<file path="config.mk">
export PLATFORM = sky130hd
export DESIGN_NAME = spi_ram_ctrl
export DESIGN_NICKNAME = d
export VERILOG_FILES = /design/src/rtl/spi_ram_pkg.sv /design/src/rtl/spi_ram_array.sv /design/src/rtl/spi_ram_ctrl.sv
export SDC_FILE = /design/constraint.sdc
export NUM_CORES = 2
export LEC_CHECK = 0
export CELL_PAD_IN_SITES_DETAIL_PLACEMENT = 0
export CELL_PAD_IN_SITES_GLOBAL_PLACEMENT = 2
export CORE_UTILIZATION = 46
export DETAILED_ROUTE_END_ITERATION = 7
export HOLD_SLACK_MARGIN = 0.03
export PLACE_DENSITY = 0.71
export SLEW_MARGIN = 5
export SYNTH_ARGS = -nofsm -noshare
export SYNTH_HDL_FRONTEND = slang
export SYNTH_HIERARCHICAL = 1
export SYNTH_SLANG_ARGS = --single-unit
</file>
<file path="constraint.sdc">
create_clock -name clk -period 3.45 [get_ports clk]
set_input_delay 0.8625 -clock clk [delete_from_list [all_inputs] [get_ports clk]]
set_output_delay 0.8625 -clock clk [all_outputs]
set_load 0.01 [all_outputs]
</file>
<file path="src/rtl/spi_ram_pkg.sv">
// Shared command encodings and rx_data field positions for the SPI RAM controller.
package spi_ram_pkg;

    typedef logic [1:0] cmd_t;

    localparam cmd_t CMD_WR_ADDR = 2'b00;
    localparam cmd_t CMD_WR_DATA = 2'b01;
    localparam cmd_t CMD_RD_ADDR = 2'b10;
    localparam cmd_t CMD_RD_DATA = 2'b11;

    localparam int unsigned CMD_MSB  = 9;
    localparam int unsigned CMD_LSB  = 8;
    localparam int unsigned DATA_MSB = 7;

endpackage

</file>
<file path="src/rtl/spi_ram_array.sv">
// Single-port byte RAM with a registered, enable-held read port; storage is not reset.
module spi_ram_array #(
    parameter int unsigned MEM_DEPTH = 256,
    parameter int unsigned ADDR_SIZE = 8
) (
    input  logic                 clk,
    input  logic                 we,
    input  logic                 re,
    input  logic [ADDR_SIZE-1:0] addr,
    input  logic [7:0]           din,
    output logic [7:0]           dout
);

    logic [7:0] mem [MEM_DEPTH];

    always_ff @(posedge clk) begin
        if (we) begin
            mem[addr] <= din;
        end
        if (re) begin
            dout <= mem[addr];
        end
    end

endmodule

</file>
<file path="src/rtl/spi_ram_ctrl.sv">
// Decodes SPI slave command words into RAM writes and reads; returns read bytes on tx_data.
module spi_ram_ctrl
    import spi_ram_pkg::*;
#(
    parameter int unsigned MEM_DEPTH = 256,
    parameter int unsigned ADDR_SIZE = 8,
    parameter bit          AUTO_INC  = 1'b0
) (
    input  logic       clk,
    input  logic       rst,
    input  logic [9:0] rx_data,
    input  logic       rx_valid,
    output logic [7:0] tx_data,
    output logic       tx_valid,
    output logic       cmd_err
);

    cmd_t                 cmd;
    logic [ADDR_SIZE-1:0] rx_addr;
    logic [7:0]           rx_byte;
    logic [ADDR_SIZE-1:0] wr_addr_q, rd_addr_q, ram_addr;
    logic                 wr_addr_ok_q, rd_addr_ok_q;
    logic                 tx_valid_q, tx_zero_q, cmd_err_q;
    logic                 do_wr, do_rd;
    logic [7:0]           ram_dout;

    assign cmd     = rx_data[CMD_MSB:CMD_LSB];
    assign rx_addr = rx_data[ADDR_SIZE-1:0];
    assign rx_byte = rx_data[DATA_MSB:0];

    assign do_wr    = rx_valid && (cmd == CMD_WR_DATA) && wr_addr_ok_q;
    assign do_rd    = rx_valid && (cmd == CMD_RD_DATA) && rd_addr_ok_q;
    // One command per cycle, so a single shared port never sees a write and read together.
    assign ram_addr = do_wr ? wr_addr_q : rd_addr_q;

    spi_ram_array #(
        .MEM_DEPTH (MEM_DEPTH),
        .ADDR_SIZE (ADDR_SIZE)
    ) u_array (
        .clk  (clk),
        .we   (do_wr),
        .re   (do_rd),
        .addr (ram_addr),
        .din  (rx_byte),
        .dout (ram_dout)
    );

    always_ff @(posedge clk) begin
        if (rst) begin
            wr_addr_q    <= '0;
            rd_addr_q    <= '0;
            wr_addr_ok_q <= 1'b0;
            rd_addr_ok_q <= 1'b0;
            tx_valid_q   <= 1'b0;
            tx_zero_q    <= 1'b1;
            cmd_err_q    <= 1'b0;
        end else begin
            cmd_err_q <= 1'b0;
            if (rx_valid) begin
                tx_valid_q <= (cmd == CMD_RD_DATA);
                case (cmd)
                    CMD_WR_ADDR: begin
                        wr_addr_q    <= rx_addr;
                        wr_addr_ok_q <= 1'b1;
                    end
                    CMD_WR_DATA: begin
                        if (wr_addr_ok_q) begin
                            if (AUTO_INC) wr_addr_q <= wr_addr_q + ADDR_SIZE'(1);
                        end else begin
                            cmd_err_q <= 1'b1;
                        end
                    end
                    CMD_RD_ADDR: begin
                        rd_addr_q    <= rx_addr;
                        rd_addr_ok_q <= 1'b1;
                    end
                    default: begin
                        if (rd_addr_ok_q) begin
                            tx_zero_q <= 1'b0;
                            if (AUTO_INC) rd_addr_q <= rd_addr_q + ADDR_SIZE'(1);
                        end else begin
                            tx_zero_q <= 1'b1;
                            cmd_err_q <= 1'b1;
                        end
                    end
                endcase
            end
        end
    end

    // tx_zero_q masks the RAM read register after reset or an unaddressed read.
    assign tx_data  = tx_zero_q ? 8'h00 : ram_dout;
    assign tx_valid = tx_valid_q;
    assign cmd_err  = cmd_err_q;

endmodule

</file>
Fig. 1: signal wires on met1
Bar = 100 um.
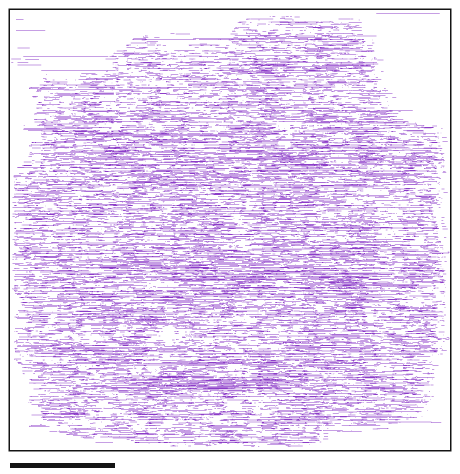
share of all routed wire: 42%
wire length on this layer: 85.5 mm
nets with wire on the layer: 4,222

Fig. 2: M2 wires
Bar = 100 um.
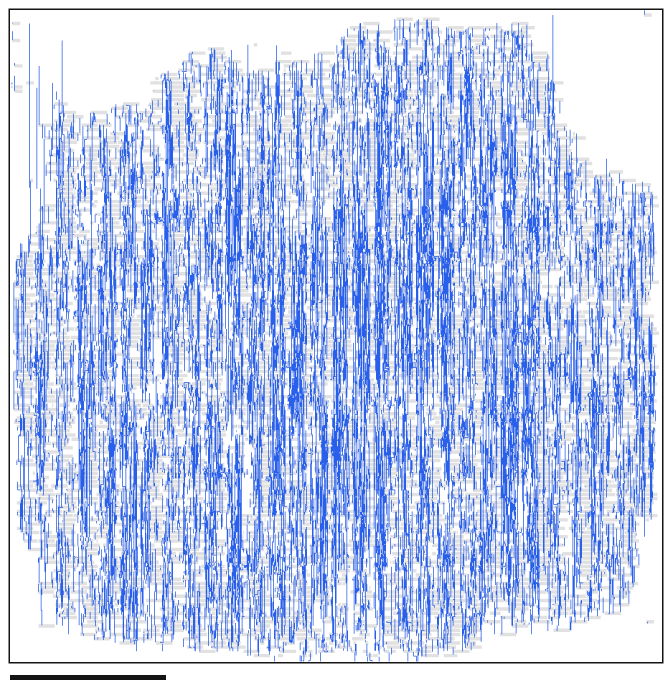
longest straight run: 216 um
nets with wire on the layer: 3,906
wire length on this layer: 102 mm
total length of routed wires: 205,000 um
met2 capacity usage during global routing: 38.9%
via count: 40,200

Fig. 3: M3 wires
Bar = 100 um.
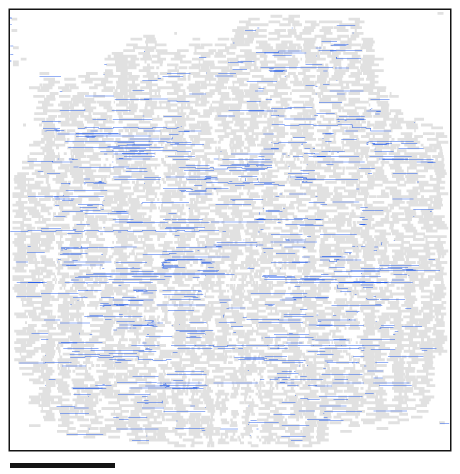
share of all routed wire: 6.1%
longest straight run: 141 um
nets with wire on the layer: 378
main direction: horizontal

==> notes.md <==
Here are the numbers from the latest Yosys + OpenROAD run.

The biggest cell delay along the critical path came out at 0.54 ns. The area of combinational cells with multiple inputs is 18,100 um2. The total combinational power came out at 2.09 mW.

The number of detailed-route iterations in the first pass is 5. Together, buffers and inverters on the worst path number 5. Counting instances, the worst hold path has a depth of 2. The filler cell count came out at 12,600. The distinct cell type count of the synthesized netlist came out at 32. The fraction of cell area in non-clock buffers came out at 8.63%. The commonest cells after synthesis are edfxtp_1 (2,056), mux4_2 (512), a22oi_1 (256). The total power consumption of the routed design is 51.5 mW. The wire-length estimate of the detail-placed layout is 130,000 um. The clock buffer count in the final layout came out at 253. The flip-flop cell with the highest count after synthesis is edfxtp_1. Hold analysis lists the worst path endpoint as rd_addr_ok_q. The largest net degree at the start of global routing is 85.

The source of the worst hold timing path is rd_addr_ok_q. The post-detailed-placement cell area is 90,300 um2. The most frequent standard cell in the layout excluding fill and tap cells is edfxtp_1.

The run finished with clean final reports. Gates resized during post-CTS repair numbered 103. The worst VDD IR drop from the latest analysis is 0.000548 V. In the Yosys report the total cell count is 3,648. The internal cell power is 40.8 mW. The share of total power consumed by net switching is 20.7%. The register area share after synthesis is 78.1%. The power report attributes to the sequential group a share of 53.9%. The power attributed to the clock group is 21.6 mW.

For reference, the critical path is launched at rx_data[9]. The number of multi-input combinational cells in the layout is 1,331. The worst register-to-register path begins at wr_addr_ok_q. On the critical path the data arrives at 3.95 ns. The worst setup path is captured at a flip-flop. The part of the power in the clock network came out at 42.0%. The clock root buffer is clkbuf_16.

The Yosys chip area is 79,600 um2. The cell family contributing the most delay on the critical path is buffers and inverters. The category of the critical setup timing path is in -> reg. The number of antenna repair diodes is 12. Looking at the group totals, the largest power group turns out to be sequential cells. The initial detailed-routing violation count came out at 4,189.

For reference, the mux area share after synthesis is 14.8%. The global-route wire length before repair is 296,000 um. The fraction of cell area in sequential cells is reported as 63.3%.

The met1 routed wirelength after detailed routing came out at 85,500 um. The synthesized instance count is 3,648. The flip-flop count of the largest register, all copies and words added is 2,048. Per the GRT congestion report, total overflow comes to 0.

The chip width came out at 418 um. edfxtp_1 takes more of the synthesized area than any other cell. The detailed router used layers up to and including met5.

In the routed layout, each cell is associated on average with a via count of 5.91. The data required time of the critical path is 4.03 ns. The count of hold-fix buffers inserted at cts is 0. The relative slew slack is 44.1%. The fraction of synthesized cell area in xor and xnor cells came out at 0%. Per the CTS log, the buffer count on the longest clock path is 3.

The final instance area came out at 98,100 um2. By area the synthesized netlist is led by edfxtp_1 (78%), mux4_2 (14%), a22oi_1 (2.4%).
Fig. 4: met4 routing
Bar = 100 um.
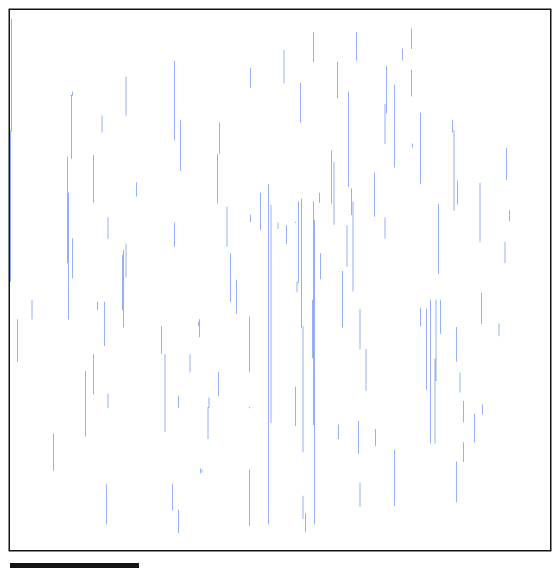
longest straight run: 263 um
wire length on this layer: 4,490 um
share of all routed wire: 2.2%
main direction: vertical

Fig. 5: congestion heat map
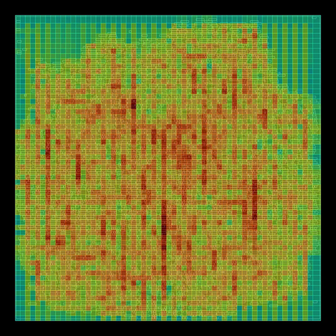
GR Util met1: 33.7%
Tot GR Track Use: 23.8%
wire per inst: 30.1 um

Power figures rest on the tool's default switching activity, not on a simulated workload.
